### The clock network, run 1

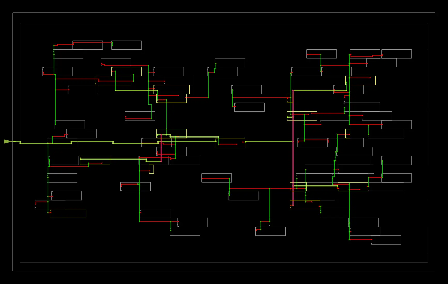
### Cells by drive strength, run 1

Drawn at 3 px/um.
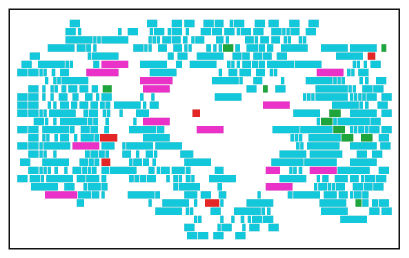
### Wire density map, run 1

Drawn at 4 px/um. 26 x 16 tiles, from dark purple (low) to yellow (high), scaled to the fullest tile. Values are wire area over tile area, all layers added.
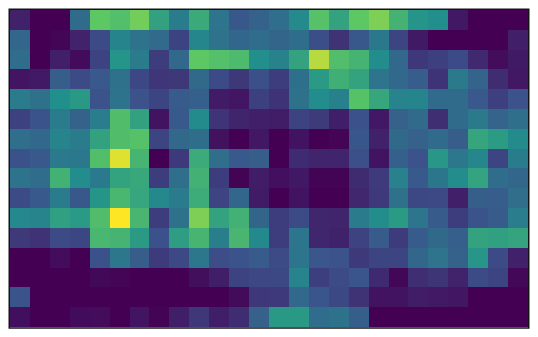
<file path="config.mk">
export PLATFORM = sky130hd
export DESIGN_NAME = hpdcache_mem_write_responder
export DESIGN_NICKNAME = d
export VERILOG_FILES = /design/src/rtl/hpdcache_pkg.sv /design/src/rtl/hpdcache_fifo_reg.sv /design/src/rtl/hpdcache_mem_write_responder.sv
export SDC_FILE = /design/constraint.sdc
export NUM_CORES = 1
export LEC_CHECK = 0
export ABC_AREA = 0
export CAP_MARGIN = 20
export CORE_ASPECT_RATIO = 0.6
export CORE_MARGIN = 2
export CORE_UTILIZATION = 40
export DETAILED_ROUTE_END_ITERATION = 12
export HOLD_SLACK_MARGIN = 0.12
export PLACE_DENSITY = 0.95
export SLEW_MARGIN = 20
export SYNTH_ARGS = -nofsm -noshare
export SYNTH_HDL_FRONTEND = slang
export SYNTH_SLANG_ARGS = --single-unit
export TNS_END_PERCENT = 20
</file>
<file path="constraint.sdc">
create_clock -name clk_i -period 6.2 [get_ports clk_i]
set_clock_uncertainty 0.15 [all_clocks]
set_input_delay 1.24 -clock clk_i [delete_from_list [all_inputs] [get_ports clk_i]]
set_output_delay 1.24 -clock clk_i [all_outputs]
set_load 0.005 [all_outputs]
</file>
<file path="src/rtl/hpdcache_pkg.sv">
// Shared HPDcache definitions used by the memory-side write responder:
// the cache configuration record, the memory command / atomic / error
// encodings and the memory request, write-data and write-response payloads.
package hpdcache_pkg;

  localparam int unsigned HPDCACHE_MEM_ADDR_WIDTH = 32;
  localparam int unsigned HPDCACHE_MEM_DATA_WIDTH = 64;
  localparam int unsigned HPDCACHE_MEM_ID_WIDTH   = 4;

  typedef struct packed {
    int unsigned memAddrWidth;
    int unsigned memDataWidth;
    int unsigned memIdWidth;
  } hpdcache_user_cfg_t;

  typedef struct packed {
    hpdcache_user_cfg_t u;
  } hpdcache_cfg_t;

  localparam hpdcache_cfg_t HPDCACHE_CFG_DEFAULT = '{
    u: '{memAddrWidth: HPDCACHE_MEM_ADDR_WIDTH,
         memDataWidth: HPDCACHE_MEM_DATA_WIDTH,
         memIdWidth:   HPDCACHE_MEM_ID_WIDTH}
  };

  typedef enum logic [1:0] {
    HPDCACHE_MEM_READ   = 2'b00,
    HPDCACHE_MEM_WRITE  = 2'b01,
    HPDCACHE_MEM_ATOMIC = 2'b10
  } hpdcache_mem_command_e;

  typedef enum logic [3:0] {
    HPDCACHE_MEM_ATOMIC_ADD  = 4'b0000,
    HPDCACHE_MEM_ATOMIC_CLR  = 4'b0001,
    HPDCACHE_MEM_ATOMIC_SET  = 4'b0010,
    HPDCACHE_MEM_ATOMIC_SWAP = 4'b0110
  } hpdcache_mem_atomic_e;

  typedef enum logic [1:0] {
    HPDCACHE_MEM_RESP_OK  = 2'b00,
    HPDCACHE_MEM_RESP_NOK = 2'b10
  } hpdcache_mem_error_e;

  typedef logic [HPDCACHE_MEM_ID_WIDTH-1:0] hpdcache_mem_id_t;

  typedef struct packed {
    logic [HPDCACHE_MEM_ADDR_WIDTH-1:0] mem_req_addr;
    logic [7:0]                         mem_req_len;
    logic [2:0]                         mem_req_size;
    hpdcache_mem_id_t                   mem_req_id;
    hpdcache_mem_command_e              mem_req_command;
    hpdcache_mem_atomic_e               mem_req_atomic;
    logic                               mem_req_cacheable;
  } hpdcache_mem_req_t;

  typedef struct packed {
    logic [HPDCACHE_MEM_DATA_WIDTH-1:0]   mem_req_w_data;
    logic [HPDCACHE_MEM_DATA_WIDTH/8-1:0] mem_req_w_be;
    logic                                 mem_req_w_last;
  } hpdcache_mem_req_w_t;

  typedef struct packed {
    hpdcache_mem_error_e mem_resp_w_error;
    hpdcache_mem_id_t    mem_resp_w_id;
    logic                mem_resp_w_is_atomic;
  } hpdcache_mem_resp_w_t;

endpackage

</file>
<file path="src/rtl/hpdcache_fifo_reg.sv">
// Register-based FIFO used as a small ordered queue.
// Ports: w_i/wok_o/wdata_i push side (push only when wok_o=1),
//        r_i/rok_o/rdata_o pop side (rdata_o valid while rok_o=1).
// Handshake: a push happens on w_i & wok_o, a pop on r_i & rok_o, both at
// the rising edge. wok_o depends only on fullness, so a full FIFO refuses a
// push even when a pop happens in the same cycle.
// With FEEDTHROUGH=0 a pushed entry becomes readable the cycle after the push.
module hpdcache_fifo_reg #(
  parameter int unsigned FIFO_DEPTH  = 2,
  parameter bit          FEEDTHROUGH = 1'b0,
  parameter type         fifo_data_t = logic
) (
  input  logic       clk_i,
  input  logic       rst_ni,
  input  logic       w_i,
  output logic       wok_o,
  input  fifo_data_t wdata_i,
  input  logic       r_i,
  output logic       rok_o,
  output fifo_data_t rdata_o
);

  localparam int unsigned PtrW = (FIFO_DEPTH > 1) ? $clog2(FIFO_DEPTH) : 1;
  localparam int unsigned CntW = $clog2(FIFO_DEPTH + 1);

  fifo_data_t      mem_q [FIFO_DEPTH];
  logic [PtrW-1:0] wptr_q, rptr_q;
  logic [CntW-1:0] cnt_q;
  logic            empty, full, bypass, push, pop;

  function automatic logic [PtrW-1:0] ptr_inc(input logic [PtrW-1:0] p);
    return (p == PtrW'(FIFO_DEPTH - 1)) ? '0 : p + 1'b1;
  endfunction

  assign empty   = (cnt_q == '0);
  assign full    = (cnt_q == CntW'(FIFO_DEPTH));
  // Feedthrough lets a push into an empty FIFO be read in the same cycle.
  assign bypass  = FEEDTHROUGH && empty && w_i;
  assign wok_o   = ~full;
  assign rok_o   = ~empty | bypass;
  assign rdata_o = bypass ? wdata_i : mem_q[rptr_q];
  assign push    = w_i & ~full & ~(bypass & r_i);
  assign pop     = r_i & ~empty;

  always_ff @(posedge clk_i) begin
    if (push) mem_q[wptr_q] <= wdata_i;
  end

  always_ff @(posedge clk_i or negedge rst_ni) begin
    if (!rst_ni) begin
      wptr_q <= '0;
      rptr_q <= '0;
      cnt_q  <= '0;
    end else begin
      if (push) wptr_q <= ptr_inc(wptr_q);
      if (pop)  rptr_q <= ptr_inc(rptr_q);
      cnt_q <= cnt_q + CntW'(push) - CntW'(pop);
    end
  end

endmodule

</file>
<file path="src/rtl/hpdcache_mem_write_responder.sv">
// Memory-side responder for HPDcache write transactions. Accepts a write
// request (metadata), then a stream of data flits terminated by
// mem_req_w_last; each flit of a WRITE is forwarded to a backing store and
// every transaction returns one response through a registered queue.
// Ports:
//   clk_i, rst_ni                      clock, async active-low reset
//   mem_req_write_*                    request metadata channel (ready in IDLE)
//   mem_req_write_data_*               write data flit channel
//   mem_resp_write_*                   write response channel
//   store_we_o/store_ready_i           backing-store strobe and acceptance
//   store_addr_o/wdata_o/be_o          byte address, data, byte enables
//   dbg_state_o                        0 = IDLE, 1 = DATA
// Handshakes: every channel transfers on valid & ready at the rising edge;
// valid never depends on ready, and payloads are held while valid & ~ready.
module hpdcache_mem_write_responder #(
  parameter hpdcache_pkg::hpdcache_cfg_t HPDcacheCfg = hpdcache_pkg::HPDCACHE_CFG_DEFAULT,
  parameter type hpdcache_mem_id_t     = hpdcache_pkg::hpdcache_mem_id_t,
  parameter type hpdcache_mem_req_t    = hpdcache_pkg::hpdcache_mem_req_t,
  parameter type hpdcache_mem_req_w_t  = hpdcache_pkg::hpdcache_mem_req_w_t,
  parameter type hpdcache_mem_resp_w_t = hpdcache_pkg::hpdcache_mem_resp_w_t,
  parameter int unsigned RespFifoDepth = 2
) (
  input  logic                                      clk_i,
  input  logic                                      rst_ni,
  input  logic                                      mem_req_write_valid_i,
  output logic                                      mem_req_write_ready_o,
  input  hpdcache_mem_req_t                         mem_req_write_i,
  input  logic                                      mem_req_write_data_valid_i,
  output logic                                      mem_req_write_data_ready_o,
  input  hpdcache_mem_req_w_t                       mem_req_write_data_i,
  output logic                                      mem_resp_write_valid_o,
  input  logic                                      mem_resp_write_ready_i,
  output hpdcache_mem_resp_w_t                      mem_resp_write_o,
  output logic                                      store_we_o,
  input  logic                                      store_ready_i,
  output logic [HPDcacheCfg.u.memAddrWidth-1:0]     store_addr_o,
  output logic [HPDcacheCfg.u.memDataWidth-1:0]     store_wdata_o,
  output logic [HPDcacheCfg.u.memDataWidth/8-1:0]   store_be_o,
  output logic                                      dbg_state_o
);

  localparam int unsigned AddrW = HPDcacheCfg.u.memAddrWidth;
  localparam int unsigned DataW = HPDcacheCfg.u.memDataWidth;
  localparam int unsigned CntW  = 8;
  localparam logic [AddrW-1:0] FlitBytes = AddrW'(DataW / 8);

  typedef enum logic {ST_IDLE = 1'b0, ST_DATA = 1'b1} state_e;

  state_e                              state_q;
  logic [AddrW-1:0]                    base_q;
  hpdcache_mem_id_t                    id_q;
  hpdcache_pkg::hpdcache_mem_command_e cmd_q;
  hpdcache_pkg::hpdcache_mem_atomic_e  atomic_q;
  logic [CntW-1:0]                     cnt_q, cnt_d;

  logic meta_fire, flit_last, flit_fire, fifo_wok;
  hpdcache_mem_resp_w_t resp_wdata;

  assign mem_req_write_ready_o = (state_q == ST_IDLE);
  assign meta_fire  = mem_req_write_valid_i & mem_req_write_ready_o;
  assign flit_last  = mem_req_write_data_i.mem_req_w_last;

  // The last flit is only taken when its response has a queue slot, so a
  // full queue back-pressures the data channel instead of dropping a response.
  assign mem_req_write_data_ready_o = (state_q == ST_DATA) & store_ready_i &
                                      (~flit_last | fifo_wok);
  assign flit_fire  = mem_req_write_data_valid_i & mem_req_write_data_ready_o;

  assign store_we_o    = flit_fire & (cmd_q == hpdcache_pkg::HPDCACHE_MEM_WRITE);
  assign store_addr_o  = base_q + AddrW'(cnt_q) * FlitBytes;
  assign store_wdata_o = mem_req_write_data_i.mem_req_w_data;
  assign store_be_o    = mem_req_write_data_i.mem_req_w_be;
  assign dbg_state_o   = state_q;

  // Beat counter simply wraps; termination is driven by mem_req_w_last only.
  assign cnt_d = cnt_q + 1'b1;

  always_comb begin
    resp_wdata = '0;
    resp_wdata.mem_resp_w_id        = id_q;
    resp_wdata.mem_resp_w_error     = (cmd_q == hpdcache_pkg::HPDCACHE_MEM_WRITE) ?
                                      hpdcache_pkg::HPDCACHE_MEM_RESP_OK :
                                      hpdcache_pkg::HPDCACHE_MEM_RESP_NOK;
    resp_wdata.mem_resp_w_is_atomic = 1'b0;
  end

  always_ff @(posedge clk_i or negedge rst_ni) begin
    if (!rst_ni) begin
      state_q  <= ST_IDLE;
      cnt_q    <= '0;
      base_q   <= '0;
      id_q     <= '0;
      cmd_q    <= hpdcache_pkg::HPDCACHE_MEM_READ;
      atomic_q <= hpdcache_pkg::HPDCACHE_MEM_ATOMIC_ADD;
    end else begin
      case (state_q)
        ST_IDLE: begin
          if (meta_fire) begin
            base_q   <= mem_req_write_i.mem_req_addr;
            id_q     <= mem_req_write_i.mem_req_id;
            cmd_q    <= mem_req_write_i.mem_req_command;
            atomic_q <= mem_req_write_i.mem_req_atomic;
            cnt_q    <= '0;
            state_q  <= ST_DATA;
          end
        end
        ST_DATA: begin
          if (flit_fire) begin
            cnt_q <= cnt_d;
            if (flit_last) state_q <= ST_IDLE;
          end
        end
      endcase
    end
  end

  // Request fields that do not influence the write path; the latched atomic
  // opcode is held only for visibility of the transaction in progress.
  logic unused_meta;
  assign unused_meta = ^{mem_req_write_i.mem_req_len, mem_req_write_i.mem_req_size,
                         mem_req_write_i.mem_req_cacheable, atomic_q};

  hpdcache_fifo_reg #(
    .FIFO_DEPTH  (RespFifoDepth),
    .FEEDTHROUGH (1'b0),
    .fifo_data_t (hpdcache_mem_resp_w_t)
  ) i_resp_fifo (
    .clk_i   (clk_i),
    .rst_ni  (rst_ni),
    .w_i     (flit_fire & flit_last),
    .wok_o   (fifo_wok),
    .wdata_i (resp_wdata),
    .r_i     (mem_resp_write_ready_i),
    .rok_o   (mem_resp_write_valid_o),
    .rdata_o (mem_resp_write_o)
  );

endmodule

</file>
==> results_slide.txt, run 1 <==
Synthesis and Place & Route Summary

Run status
  – Status: finished, final reports clean

Global routing
  – Initial antenna violation count: 0
  – Largest net degree at the start of global routing: 52
  – All-Layer GR Usage: 18.4%

Final layout
  – Final net count: 579
  – Share of cells above drive strength 1: 6.38%

Floorplanning
  – FP Util: 41.1%
  – Row count: 27
  – I/O pin cnt: 249

STA
  – Max Clk Rate: 219 MHz
  – Final Hold Violating Endpoints: 0
  – Setup tns final: 0 ns
  – Finish-stage setup viols: 0
  – Final worst path period share: 73.6%
  – Minimum clock period: 4.56 ns

Flow run
  – # Max-Cap Violations: 0

Yosys
  – Post-synth cell types: 41
  – Syn avg cell area: 8.90 um2
  – Simple-gate share of the synthesized area: 20.4%
  – Cell area leaders: dfrtp_1, buf_4, nand2_1
  – Ys flops: 61

Pwr
  – Pwr Density: 465 mW/mm2

Clock network
  – Post-CTS Setup Inserts: 0
  – CTS buffer count: 9
Notes on 'The clock network' above:
clock buf count: 11
Late-Pin Clk Latency: 0.32 ns
flop count: 61

Notes on 'Cells by drive strength' above:
| colour | size | cells |
|---|---|---|
| magenta | _6 and larger | 13 |
| cyan | _0 and _1 cells | 411 |
| green | _2 cells | 10 |
| red | _3 and _4 cells | 5 |

Notes on 'Wire density map' above:
fullest tile: 0.52
emptiest ninth of the die: south-west
densest ninth of the die: west

[run 1: power breakdown]
part           internal, mW  switching, mW  total, mW
clock                 0.401          0.172      0.573
combinational         0.455          0.351      0.806
sequential            0.567          0.159      0.726
[run 1: critical path: stages (launching register included)]
cell and delay, ns:
dfrtp_1 0.44, ha_1 0.24, fa_1 0.45, a211oi_1 0.31
o21ai_1 0.21, o211a_1 0.36, nand4_1 0.15, xnor2_1 0.15
clkdlybuf4s50_1 0.53
[run 1: through the flow]
stage | std cells | hold slack (ns)
4_1_cts | 569 | 0.320
3_5_place_dp | 553 | 0.309
5_1_grt | 569 | 0.334
6_report | 569 | 0.318
2_1_floorplan | 426 | 0.287
3_3_place_gp | 553 | 0.297
[run 1: flip-flops by register name, indices dropped and copies added (netlist names)]
| signal | flops |
|---|---|
| i_resp_fifo.cnt_q | 2 |
| i_resp_fifo.rptr_q | 1 |
| base_q | 32 |
| dbg_state_o | 1 |
| cmd_q | 2 |
| id_q | 4 |
| i_resp_fifo.wptr_q | 1 |
| i_resp_fifo.mem_q | 10 |
| cnt_q | 8 |
[run 1: worst paths after layout]
path                                           end  slack [ns]   startpoint  depth (start not counted)
max                               store_addr_o[29]        1.64     cnt_q[0]                          8
min                        i_resp_fifo.mem_q[0][2]        0.32      id_q[2]                          0
max reg2reg                               cnt_q[7]        3.86  dbg_state_o                          6
min reg2reg                i_resp_fifo.mem_q[0][2]        0.32      id_q[2]                          0
max in group asynchronous                base_q[7]        4.56       rst_ni                          2
min in group asynchronous               base_q[23]        0.88       rst_ni                          2
[run 1: layer usage]
layer | up-vias | part of all wire (%) | track usage (%) | wire length, um
met5 | - | 0 | 0 | 0
met4 | 0 | 0.67 | 4.41 | 61
met3 | 13 | 9.8 | 9.70 | 886
met2 | 156 | 43 | 27.5 | 3880
met1 | 1351 | 47 | 23.6 | 4250
li1 | 1335 | - | - | -
[run 1: cells by family after synthesis]
group,count (synthesis)
and+or+nand+nor,178
buffers and inverters,98
DFF,61
AOI/OAI and AO/OA,35
xor gates and xnor gates,35
adders and majority gates,12
muxes,5
other,1
[run 1: area by class of cell]
type | instances | area share (%)
flip-flops and latches | 61 | 34.8
inverters | 7 | 0.580
clock inverters | 5 | 2.18
well taps | 130 | 3.59
repair buffers | 88 | 19.2
multi-input cells | 267 | 34.3
clock buffers | 11 | 5.36
[run 1: layout by cell type (no fill, tap or decap), types with 2 or more instances in the layout]
cell	n
edfxtp_1	10
and2_1	2
nand3_1	11
nand3b_1	2
a211oi_1	3
nand2_1	126
a21oi_1	7
and4_1	2
dfrtp_1	51
o211ai_1	4
xnor2_1	27
bufinv_16	3
inv_1	7
nor3_1	2
clkbuf_16	9
mux2_2	5
nand4_1	7
buf_4	2
clkdlybuf4s50_1	85
o2111ai_1	4
ha_1	11
o2111a_1	2
xor2_1	8
o21ai_0	7
conb_1	2
and3_1	8
nor2_1	11
### The metal 3 layer, run 1

Drawn at 4 px/um. Cells faint in the background.
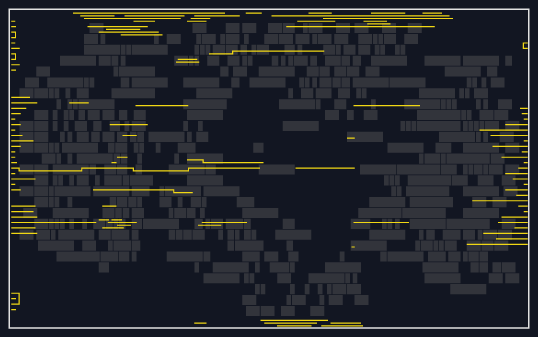

--- run 2 (diff from run 1) ---
Settings changed: CORE_UTILIZATION 40 to 37, PLACE_DENSITY 0.95 to 0.91.
Clock period 6.2 ns to 4.75 ns, I/O delays scaled along.
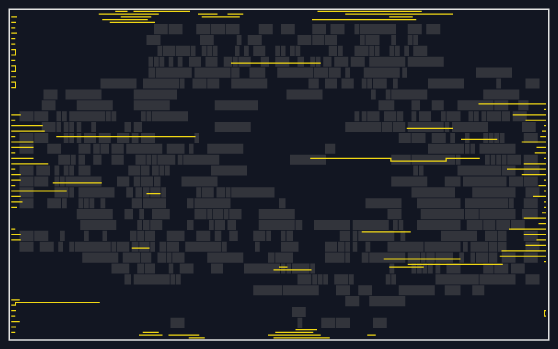
*The metal 3 layer, run 2*
Drawn at 4 px/um. Cells faint in the background.
share of all routed wire: 7.7%
main direction: horizontal
nets with wire on the layer: 94
longest straight run: 34.5 um
met3 Usage GRT: 7.39%
final WL: 8870 um
total number of vias: 2783

==> run 2 against run 1 <==
Clock-buffer cell count is the same. Core utilization shrank 3.6 points. Sequential share of layout area is essentially flat. First-iteration DRC count shrank 38%. Die size grew 7.8%. Critical path depth is the same. Combinational power grew about 30%. Critical path type unchanged. Register-to-register slack lost 1.4 ns. Highest routed layer unchanged. Global-route usage shrank 1.8 points. Sequential power grew about 30%.
==> results_slide.txt, run 2 <==
Synthesis and Place & Route Summary

Final layout
  – Biggest register: base_q
  – Layout Cells excl Fill: 573 (+0.70%)
  – Final net count: 578 (-0.17%)
  – Most numerous logic cell after layout: nand2_1
  – Top cells excl fill/tap: nand2_1, clkdlybuf4s50_1, dfrtp_1
  – ANT cells: 0
  – Max FFs per register: 32 (unchanged)
  – Largest regs: base_q x32, i_resp_fifo.mem_q x10, cnt_q x8
  – Share of cells above drive strength 1: 6.16% (-0.21 points)
  – Logic area: 0.00155 mm2

Yosys
  – Post-synth cell types: 41 (unchanged)
  – Syn avg cell area: 8.90 um2 (unchanged)

STA
  – Final worst path period share: 89.5%
  – Final Hold Violating Endpoints: 0 (unchanged)
  – Fin Hold WS: 0.316 ns (-0.00189 ns)
  – Max Clk Rate: 235 MHz
  – Finish-stage setup viols: 0 (unchanged)
  – Setup tns final: 0 ns (unchanged)
  – Minimum clock period: 4.25 ns

Pwr
  – Int Pwr: 1.86 mW (+30%)
  – Sw frac: 32.3% (-0.076 points)
  – Clock share of power: 27.2% (about the same)
  – P_leak: 2.05 nW
  – Psw: 0.887 mW (+30%)
  – Combinational share of power: 38.4% (about the same)
  – Pwr Density: 605 mW/mm2 (+30%)
  – Seq pwr share: 34.4% (about the same)

Clock network
  – Late-Pin Clk Latency: 0.32 ns (about the same)
  – CTS buffer count: 9 (unchanged)
  – Clock tree buffer depth: 2
  – Post-CTS Setup Inserts: 0 (unchanged)

Floorplanning
  – I/O pin cnt: 249 (unchanged)
  – FP Util: 38.1% (-3.0 points)
  – Die Y-Extent: 82.3 um

Run status
  – Status: finished, final reports clean

Global routing
  – Largest net degree at the start of global routing: 52 (unchanged)
  – Initial antenna violation count: 0 (unchanged)

Drt
  – Drt drc: 0

Setup path
  – Worst-path cell chain: ha_1 > fa_1 > a211oi_1 > o21ai_1 > o211a_1 > nand4_1 > xnor2_1 > clkdlybuf4s50_1
  – Slowest CP cell: clkdlybuf4s50_1

Placed design
  – Dpl cells: 557 (+0.72%)
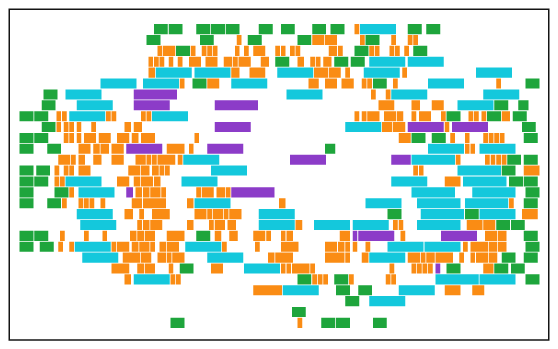
*Placement by cell class, run 2*
Drawn at 4 px/um.
| colour | class | cells |
|---|---|---|
| green | remaining buffers and delay cells | 87 |
| cyan | sequential cells | 61 |
| orange | combinational and other logic | 274 |
| purple | clock drivers and dummy loads | 16 |
post-layout util: 45.7%
row count: 28

## run 2: critical path, delay by kind of cell, from the launching register on
kind                     cells  cell delay (ns)
adder cells (fa/ha/maj)      2             0.69
flip-flops                   1             0.43
AND-OR/OR-AND                3             0.86
AND/OR/NAND/NOR              1             0.16
XOR/XNOR                     1             0.14
buffers and inverters        1             0.54
## run 2: final timing paths
kind / from / endpoint / slack, ns / cells after the start
setup / recovery: cnt_q[0] / store_addr_o[29] / 0.50 / 8
hold / removal: id_q[3] / i_resp_fifo.mem_q[0][3] / 0.32 / 0
setup reg to reg: dbg_state_o / cnt_q[7] / 2.50 / 5
hold reg to reg: id_q[3] / i_resp_fifo.mem_q[0][3] / 0.32 / 0
max in group asynchronous: rst_ni / cnt_q[2] / 3.48 / 1
min in group asynchronous: rst_ni / i_resp_fifo.rptr_q / 0.51 / 1
## run 2: layer usage
metal | track usage, % | routed length [um] | vias up
met1 | 22.7 | 4370 | 1312
met5 | 0 | 0 | -
met2 | 24.5 | 3750 | 132
met3 | 7.39 | 679 | 10
li1 | - | - | 1329
met4 | 3.58 | 62 | 0
## run 2: kinds of logic (layout without fill, tap and decap cells)
group           count (synthesis)  count (layout)  synth area share, %
mux                             5               5                 1.49
compound gates                 35              35                 6.59
xor+xnor                       35              35                 8.11
simple gates                  178             178                 20.4
other cells                     1               2               0.0992
fa+ha+maj                      12              12                 4.17
buf+inv                        98             110                 17.5
flops                          61              61                 41.7
## run 2: power by group through the flow
stage / Sequential (mW) / Clock [mW] / Combinational, mW
after detailed placement: 0.950 / 0 / 1.06
after global routing: 0.978 / 0.790 / 1.18
after floorplan: 0.886 / 0 / 0.609
final: 0.945 / 0.747 / 1.05
after CTS: 0.945 / 0.764 / 1.07
after global placement: 0.932 / 0 / 1.03
## run 2: final cells by class
class,instances,share of cell area [%]
clock buffer,11,5.35
clock inverter,5,2.18
inverter,7,0.580
multi-input combinational,267,34.3
sequential,61,34.8
tap,135,3.73
timing repair buffer,87,19.1
Power figures rest on the tool's default switching activity, not on a simulated workload.
